===== config.mk =====
export PLATFORM = sky130hd
export DESIGN_NAME = javk_bus_arb_flat
export DESIGN_NICKNAME = d
export VERILOG_FILES = /design/src/rtl/javk_bus_arb_if.sv /design/src/rtl/javk_bus_arb.sv /design/src/flat_wrapper.sv
export SDC_FILE = /design/constraint.sdc
export NUM_CORES = 1
export LEC_CHECK = 0
export CAP_MARGIN = 20
export CELL_PAD_IN_SITES_DETAIL_PLACEMENT = 1
export CELL_PAD_IN_SITES_GLOBAL_PLACEMENT = 1
export CORE_ASPECT_RATIO = 0.5
export CORE_MARGIN = 2
export CORE_UTILIZATION = 32
export CTS_CLUSTER_SIZE = 12
export DETAILED_ROUTE_END_ITERATION = 7
export GPL_ROUTABILITY_DRIVEN = 0
export PLACE_DENSITY_LB_ADDON = 0.05
export REMOVE_ABC_BUFFERS = 1
export SYNTH_ARGS = -nofsm -noshare
export SYNTH_HDL_FRONTEND = slang
export SYNTH_SLANG_ARGS = --single-unit

===== constraint.sdc =====
create_clock -name clk -period 5.4 [get_ports clk]
set_clock_uncertainty 0.2 [all_clocks]
set_input_delay 1.62 -clock clk [delete_from_list [all_inputs] [get_ports clk]]
set_output_delay 1.62 -clock clk [all_outputs]
set_load 0.01 [all_outputs]

===== src/rtl/javk_bus_arb_if.sv =====
// Signal bundle for the JAVK two-master memory bus arbiter.
// The "slave" modport is the arbiter's view (it serves both masters and
// drives the memory pins); the "master" modport is the environment's view
// (the two requesters plus the external memory/databus).
interface javk_bus_arb_if;
  logic        m0_req;
  logic        m1_req;
  logic        m0_rw;
  logic        m1_rw;
  logic [15:0] m0_addr;
  logic [15:0] m1_addr;
  logic [7:0]  m0_wdata;
  logic [7:0]  m1_wdata;
  logic        m0_gnt;
  logic        m1_gnt;
  logic        m0_ack;
  logic        m1_ack;
  logic [7:0]  m0_rdata;
  logic [7:0]  m1_rdata;
  logic [15:0] addrbus;
  logic        rw;
  logic [7:0]  mem_wdata;
  logic        mem_oe;
  logic [7:0]  mem_rdata;

  modport slave (
    input  m0_req, m1_req, m0_rw, m1_rw, m0_addr, m1_addr, m0_wdata, m1_wdata,
    input  mem_rdata,
    output m0_gnt, m1_gnt, m0_ack, m1_ack, m0_rdata, m1_rdata,
    output addrbus, rw, mem_wdata, mem_oe
  );

  modport master (
    output m0_req, m1_req, m0_rw, m1_rw, m0_addr, m1_addr, m0_wdata, m1_wdata,
    output mem_rdata,
    input  m0_gnt, m1_gnt, m0_ack, m1_ack, m0_rdata, m1_rdata,
    input  addrbus, rw, mem_wdata, mem_oe
  );
endinterface


===== src/rtl/javk_bus_arb.sv =====
// Two-master round-robin arbiter/sequencer for the JAVK 16-bit address,
// 8-bit data memory bus. Each transaction goes IDLE/DONE -> ACCESS
// (WAIT_STATES+1 cycles) -> DONE (one ack cycle). All outputs are decoded
// from registered state, so there is no path from req to any output.
module javk_bus_arb #(
  parameter int WAIT_STATES = 1
) (
  input  logic          clk,
  input  logic          rst,
  javk_bus_arb_if.slave bus
);

  typedef enum logic [1:0] {IDLE, ACCESS, DONE} state_t;

  localparam logic [3:0] WS_LAST = 4'(WAIT_STATES);

  state_t      state_q, state_d;
  logic [3:0]  wcnt_q, wcnt_d;
  logic        last_q, last_d;     // also the current owner once granted
  logic        cap_rw_q, cap_rw_d;
  logic [15:0] cap_addr_q, cap_addr_d;
  logic [7:0]  cap_wdata_q, cap_wdata_d;

  logic [1:0]  req;
  logic        any_req;
  logic        winner;
  logic        read_done;

  assign req     = {bus.m1_req, bus.m0_req};
  assign any_req = |req;
  // On a tie the master that was not served last wins; otherwise the sole requester.
  assign winner  = (&req) ? ~last_q : req[1];

  // Read data is sampled on the edge that closes the final ACCESS cycle.
  assign read_done = (state_q == ACCESS) && (wcnt_q == WS_LAST) && cap_rw_q;

  // State and captured-transaction registers.
  always_ff @(posedge clk or posedge rst) begin
    if (rst) begin
      state_q     <= IDLE;
      wcnt_q      <= 4'd0;
      last_q      <= 1'b1;
      cap_rw_q    <= 1'b1;
      cap_addr_q  <= 16'h0000;
      cap_wdata_q <= 8'h00;
    end else begin
      state_q     <= state_d;
      wcnt_q      <= wcnt_d;
      last_q      <= last_d;
      cap_rw_q    <= cap_rw_d;
      cap_addr_q  <= cap_addr_d;
      cap_wdata_q <= cap_wdata_d;
    end
  end

  // Next-state logic: arbitrate in IDLE and DONE, count wait states in ACCESS.
  always_comb begin
    state_d     = state_q;
    wcnt_d      = wcnt_q;
    last_d      = last_q;
    cap_rw_d    = cap_rw_q;
    cap_addr_d  = cap_addr_q;
    cap_wdata_d = cap_wdata_q;
    case (state_q)
      IDLE, DONE: begin
        if (any_req) begin
          state_d     = ACCESS;
          last_d      = winner;
          wcnt_d      = 4'd0;
          cap_rw_d    = winner ? bus.m1_rw    : bus.m0_rw;
          cap_addr_d  = winner ? bus.m1_addr  : bus.m0_addr;
          cap_wdata_d = winner ? bus.m1_wdata : bus.m0_wdata;
        end else begin
          state_d = IDLE;
        end
      end
      ACCESS: begin
        wcnt_d = wcnt_q + 4'd1;
        if (wcnt_q == WS_LAST) begin
          state_d = DONE;
        end
      end
      default: state_d = IDLE;
    endcase
  end

  // Per-master read data holding registers; each keeps its value until
  // that master's next read completes.
  for (genvar gi = 0; gi < 2; gi++) begin : g_rdata
    logic [7:0] rdata_q;
    // Latch memory data for the owning master at the end of a read access.
    always_ff @(posedge clk or posedge rst) begin
      if (rst) begin
        rdata_q <= 8'h00;
      end else if (read_done && (last_q == 1'(gi))) begin
        rdata_q <= bus.mem_rdata;
      end
    end
  end

  assign bus.m0_rdata = g_rdata[0].rdata_q;
  assign bus.m1_rdata = g_rdata[1].rdata_q;

  // Grant covers ACCESS and DONE of the owner; ack is the DONE cycle only.
  assign bus.m0_gnt = (state_q != IDLE) && !last_q;
  assign bus.m1_gnt = (state_q != IDLE) &&  last_q;
  assign bus.m0_ack = (state_q == DONE) && !last_q;
  assign bus.m1_ack = (state_q == DONE) &&  last_q;

  // Memory pins carry the captured transaction only during ACCESS.
  always_comb begin
    bus.addrbus   = 16'h0000;
    bus.rw        = 1'b1;
    bus.mem_wdata = 8'h00;
    bus.mem_oe    = 1'b0;
    if (state_q == ACCESS) begin
      bus.addrbus   = cap_addr_q;
      bus.rw        = cap_rw_q;
      bus.mem_wdata = cap_wdata_q;
      bus.mem_oe    = ~cap_rw_q;
    end
  end

endmodule


===== src/flat_wrapper.sv =====
// flat-port wrapper written by rule: the top's interface ports become plain ports
module javk_bus_arb_flat 
#(
  parameter int WAIT_STATES = 1
)
  (clk, rst, bus_m0_req, bus_m1_req, bus_m0_rw, bus_m1_rw, bus_m0_addr, bus_m1_addr, bus_m0_wdata, bus_m1_wdata, bus_mem_rdata, bus_m0_gnt, bus_m1_gnt, bus_m0_ack, bus_m1_ack, bus_m0_rdata, bus_m1_rdata, bus_addrbus, bus_rw, bus_mem_wdata, bus_mem_oe);
  javk_bus_arb_if bus_i ();
  input  logic clk;
  input  logic rst;
  input wire logic [$bits(bus_i.m0_req)-1:0] bus_m0_req;
  input wire logic [$bits(bus_i.m1_req)-1:0] bus_m1_req;
  input wire logic [$bits(bus_i.m0_rw)-1:0] bus_m0_rw;
  input wire logic [$bits(bus_i.m1_rw)-1:0] bus_m1_rw;
  input wire logic [$bits(bus_i.m0_addr)-1:0] bus_m0_addr;
  input wire logic [$bits(bus_i.m1_addr)-1:0] bus_m1_addr;
  input wire logic [$bits(bus_i.m0_wdata)-1:0] bus_m0_wdata;
  input wire logic [$bits(bus_i.m1_wdata)-1:0] bus_m1_wdata;
  input wire logic [$bits(bus_i.mem_rdata)-1:0] bus_mem_rdata;
  output wire logic [$bits(bus_i.m0_gnt)-1:0] bus_m0_gnt;
  output wire logic [$bits(bus_i.m1_gnt)-1:0] bus_m1_gnt;
  output wire logic [$bits(bus_i.m0_ack)-1:0] bus_m0_ack;
  output wire logic [$bits(bus_i.m1_ack)-1:0] bus_m1_ack;
  output wire logic [$bits(bus_i.m0_rdata)-1:0] bus_m0_rdata;
  output wire logic [$bits(bus_i.m1_rdata)-1:0] bus_m1_rdata;
  output wire logic [$bits(bus_i.addrbus)-1:0] bus_addrbus;
  output wire logic [$bits(bus_i.rw)-1:0] bus_rw;
  output wire logic [$bits(bus_i.mem_wdata)-1:0] bus_mem_wdata;
  output wire logic [$bits(bus_i.mem_oe)-1:0] bus_mem_oe;
  assign bus_i.m0_req = bus_m0_req;
  assign bus_i.m1_req = bus_m1_req;
  assign bus_i.m0_rw = bus_m0_rw;
  assign bus_i.m1_rw = bus_m1_rw;
  assign bus_i.m0_addr = bus_m0_addr;
  assign bus_i.m1_addr = bus_m1_addr;
  assign bus_i.m0_wdata = bus_m0_wdata;
  assign bus_i.m1_wdata = bus_m1_wdata;
  assign bus_i.mem_rdata = bus_mem_rdata;
  assign bus_m0_gnt = bus_i.m0_gnt;
  assign bus_m1_gnt = bus_i.m1_gnt;
  assign bus_m0_ack = bus_i.m0_ack;
  assign bus_m1_ack = bus_i.m1_ack;
  assign bus_m0_rdata = bus_i.m0_rdata;
  assign bus_m1_rdata = bus_i.m1_rdata;
  assign bus_addrbus = bus_i.addrbus;
  assign bus_rw = bus_i.rw;
  assign bus_mem_wdata = bus_i.mem_wdata;
  assign bus_mem_oe = bus_i.mem_oe;
  javk_bus_arb #(.WAIT_STATES(WAIT_STATES)) u_core (.clk(clk), .rst(rst), .bus(bus_i));
endmodule

Fig. 1: where the registers sit
Other sequential cells in the stronger grey, the rest of the logic in the fainter grey.
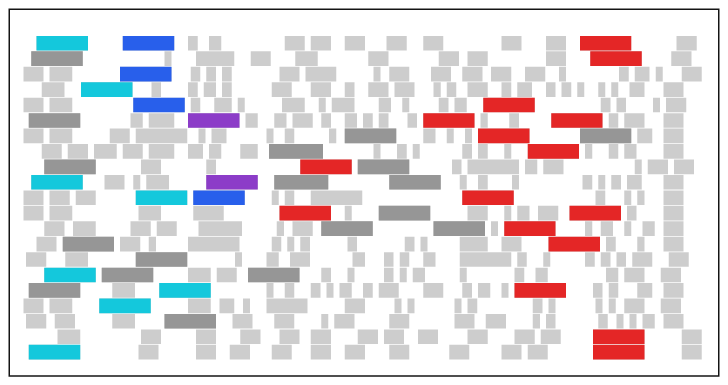
legend:
  u_core.state_q:
    colour: purple
    sequential_cells: 2
  u_core.cap_addr_q:
    colour: red
    sequential_cells: 16
  u_core.wcnt_q:
    colour: blue
    sequential_cells: 4
    where: upper left
  u_core.bus.m0_rdata:
    colour: cyan
    sequential_cells: 8
not coloured: 18

Fig. 2: cells coloured by class
Fill, decap, tap and diode cells in grey.
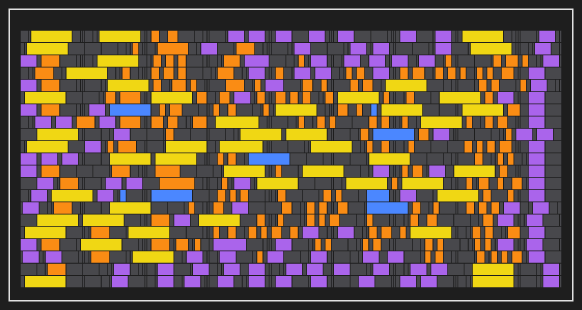
legend:
  clock drivers and dummy loads:
    colour: blue
    cells: 8
    share_of_their_area: 4.2%
  flip-flops:
    colour: yellow
    cells: 48
    share_of_their_area: 34%
  other buffers and delay cells:
    colour: purple
    cells: 110
    share_of_their_area: 32%
  all other logic:
    colour: orange
    cells: 177
    share_of_their_area: 30%

Fig. 3: wiring by layer
Bar = 20 microns. Two of the layers only.
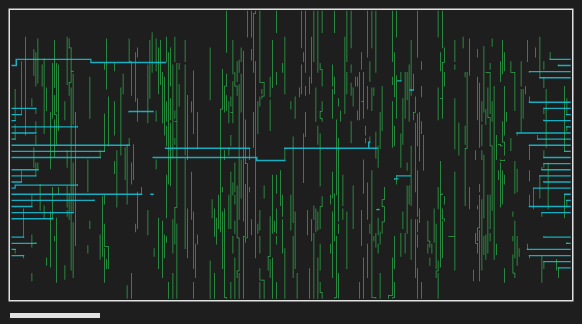
legend:
  met2:
    colour: green
    wire_length: 3440 microns
  met3:
    colour: cyan
    wire_length: 489 microns

Fig. 4: cell placement
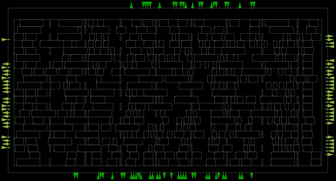
non-filler cells, final: 435
Tapcell Cnt: 92
fill cell instance count of the final layout: 768
flop share of the area: 0.331
standard-cell row count: 21

==> results.txt <==
Notes from the flow run.

Cells and area:
- The run gives the multi-input gate share of the layout cell area as 0.285.
- The library cells used most frequently in the layout, excluding fill and tap cells, are clkdlybuf4s50_1 (107), a21oi_1 (51), dfrtp_1 (46).
- The run gives the area growth from synthesis to layout as 56.0%.
- The run puts the number of multi-input logic gates at 173.
- The run gives the register bank with the most flops as u_core.cap_addr_q.
- The run puts the antenna cell count at 0.
- The run puts the post-layout utilization of the core at 0.530.
- The run gives the fraction of final layout cells with drive strength greater than 1 as 0.122.
- Per the cell usage report, the commonest logic cell in the layout is clkdlybuf4s50_1.
- The run gives the tally of clock buffers in the finished layout as 8.
- The run gives the inverter count of the layout excluding clock inverters as 4.
- The finished cells cover 3630 sq um.
- The run puts the number of nets in the final layout at about 410.
- Looking at the area split, the leading class of cells is flip-flops and latches.
- The run gives the combinational gate area as 1040 sq um.
- The run gives the total of plain and repair buffers excluding clock buffers as approximately 110.
- Sequential cells placed in the final layout were counted as 48.
- The fraction of final cell area spent on clock buffers and inverters in this run is 0.0403.
- The layout report lists the non-clock buffer share of cell area as 0.307.
- The run puts the number of flip-flops under the largest register name at 16.
- The run puts the area taken by flip-flops and latches at approximately 1200 sq um.

Global route:
- The run gives the met3 routing resource usage after global routing as 0.0628.
- The run puts the total congestion overflow at 0.
- Entering global routing, the biggest net connects 49 pins.
- The run puts the met1 track utilization from global routing at 0.213.
- The run gives the number of antenna violations at the first check in global routing as 0.
- In this run the most used layer during global routing was met2.
- The run gives the first-pass GRT wire length as 11600 microns.
- The run puts the global-route usage over all layers at 0.184.
- The run gives the via count of the first global-routing pass as 2371.

Floorplanning:
- The run puts the number of top-level pins at ~110.
- From bottom edge to top edge, the die measures about 64 microns.
- The die is between 100 and 150 microns wide.
- The chip occupies 8020 sq um.
- The run gives the placeable core region as between 6000 and 7000 sq um.
- The share of the core area taken by cells at floorplan is 0.340.

Timing:
- Headroom to the max-slew limit came out at 0.518.
- The run gives the final critical-path share of the clock period as 0.734.
- The run gives the smallest setup slack after layout as 1.43 ns.
- For the final routed database, the setup TNS stands at 0 ns.
- The run puts the setup violation total in the final timing report at 0.
- The run puts the maximum operating frequency at 0.252 GHz.
- The final hold violation count recorded for this run is 0.
- At the pin with the least slew margin, the transition time is 0.722 ns.
- Setup repair after global routing left no endpoint under its margin.
- The run puts the final critical path time including I/O delays and setup at 3.97 ns.
- The run gives the worst hold slack as 0.310 ns.

Logic synthesis:
- The run gives the post-synthesis cell area as around 2300 sq um.
- The run puts the number of instances in the synthesized netlist at 240.
- The run puts the Yosys warning count at 0.
- The run gives the fraction of the mapped netlist area in compound gates as 0.135.
- The run gives the per-instance average area after synthesis as 9.71 sq um.
- The synthesized netlist was found by Yosys to have 240 cells.
- Yosys attributes the largest share of cell area to dfrtp_1 (49%), a21oi_1 (11%), mux2_2 (7.7%).
- The run puts the share of synthesized area spent on multiplexers at 0.0773.
- The area fraction of the largest cell type after synthesis is 0.494.
- The synthesized design contains 48 register bits.
- The run gives the total cell area reported by yosys after synthesis as between 2000 and 2500 sq um.
- The run puts the simple-gate area share of the yosys netlist at 0.216.
- The synthesis report names the predominant flop master as dfrtp_1.
- In this run, synthesis inferred 0 flip-flops with an integrated enable.
- After synthesis, the most frequently instantiated cells are a21oi_1 (51), dfrtp_1 (46), nor2_1 (28).
- The netlist uses 32 different library cells.
- The run puts the adder-cell area share of the yosys netlist at 0.0107.
- The run gives the dominant non-sequential cell family after synthesis as simple AND/OR/NAND/NOR gates.
- Sorting the synthesis cell report by count puts at the top a21oi_1.
- The run puts the fraction of registers with async set/reset at 1.00.
- The run gives the cell taking the most area after synthesis as dfrtp_1.

CTS:
- Once the clock tree was built, the setup fixing pass inserted 0 buffers.
- The run gives the source-to-sink clock delay at the later pin of the worst-skew pair as 0.28 ns.
- The run gives the post-cts resize count as 0.
- Counting the buffers created by CTS gives 5.
- The run puts the H-tree depth at 2.
- The run gives the maximum clock insertion buffer count as 2.
- The run gives the clock root buffer as clkbuf_16.
- Clock-pin slew was measured on the worst setup and hold paths at around 0.06 ns.
- The run gives the total of hold buffers inserted after clock tree synthesis as 0.
- TritonCTS built the clock tree.
- The run puts the sink count of the clock tree at 48.

Power:
- The run gives the share of power burned in registers as 0.314.
- The power report attributes to the combinational group a share of 0.538.
- Internal power comes to 1.37 mW.
- The run gives the power of the combinational group as 1.14 mW.
- The run gives the net switching share of the total power as 0.355.
- The run gives the post-layout total power as 2.12 mW.
- The run puts the part of the total power dissipated in the clock network at 0.148.
- For this design the ratio of total power to cell area is 584 nW/um^2.
- The dominant power group in this design is combinational logic.
- The run gives the total leakage power as 1.51 nW.
- The run gives the net switching component of the power as 0.754 mW.
- The run puts the power of the clock network at 0.314 mW.
- The run gives the maximum vdd drop as 279 uV.

Critical path:
- The launch point of the worst register-to-register path is recorded as u_core.state_q[1].
- In this run the worst path has a maximum fanout of 29.
- The critical path ends at bus_mem_oe.
- The run gives the startpoint of the worst setup timing path as u_core.state_q[1].
- The critical path goes through and2b_2 > or2b_1 > inv_1 > clkdlybuf4s50_1.
- The worst setup path is launched from a register.
- For the worst reg-to-reg path, the endpoint reported by OpenROAD is u_core.bus.m0_rdata[6].
- The run puts the data arrival time at the worst-slack endpoint at 2.15 ns.
- The run gives the worst path buffer plus inverter count as 2.
- Grouping stages by cell kind, the critical path spends the most delay in simple AND/OR/NAND/NOR gates.
- On the worst path, the slowest cell contributes a delay of 0.56 ns.
- The run puts the depth of the worst register-to-register path at 3.
- The worst setup path is captured at a primary output.
- The run gives the worst reg-to-reg setup slack as approximately 3.4 ns.
- The run puts the required time of the critical path at 3.58 ns.
- The run gives the type of the worst setup path as reg -> out.
- In this run the number of cells on the critical path is 4.

Route:
- The run puts the count of vias placed by the detailed router at ~2100.
- The run puts the average detailed-routed wire length per instance at 15.8 microns.
- After detailed routing, no signal wire sits above met4.
- The run puts the first-iteration detailed-routing DRC count at 48.
- The run gives the iteration count of the initial detailed-routing pass as 4.
- The run puts the met3 wirelength from detailed routing at 488 microns.
- The run gives the total wire length as 6890 microns.
- The run gives the routed length on met2 as 3440 microns.
- For this run, design rule violations remaining after detail routing come to 0.
- Using the TritonRoute via totals, the vias-per-cell ratio works out to 4.83.
- In the per-layer summary, the met1 wirelength comes to 2870 microns.

Outcome:
- The run finished with clean final reports.

Job:
- The run puts the total tool warning count at 26.
- The run gives the reported max-cap violation count as 0.

Place:
- The run puts the port buffer count at 107.
- The run puts the detailed placement HPWL at 4960 microns.
- The placed instances occupy a cell area of approximately 3500 sq um.
- Setup slack on the worst path after placement came out at 1.62 ns.
- Counting tap cells, the placed design contains a total of approximately 430 instances.

Worst hold path:
- The run gives the endpoint with the worst hold slack as u_core.bus.m1_rdata[3].
- The run gives the start point of the worst hold path as u_core.bus.m1_rdata[3].
- The worst hold path belongs to the class reg -> reg.
- Counting instances, the worst hold path has a depth of 1.
Power is estimated from default activity; no workload was simulated.
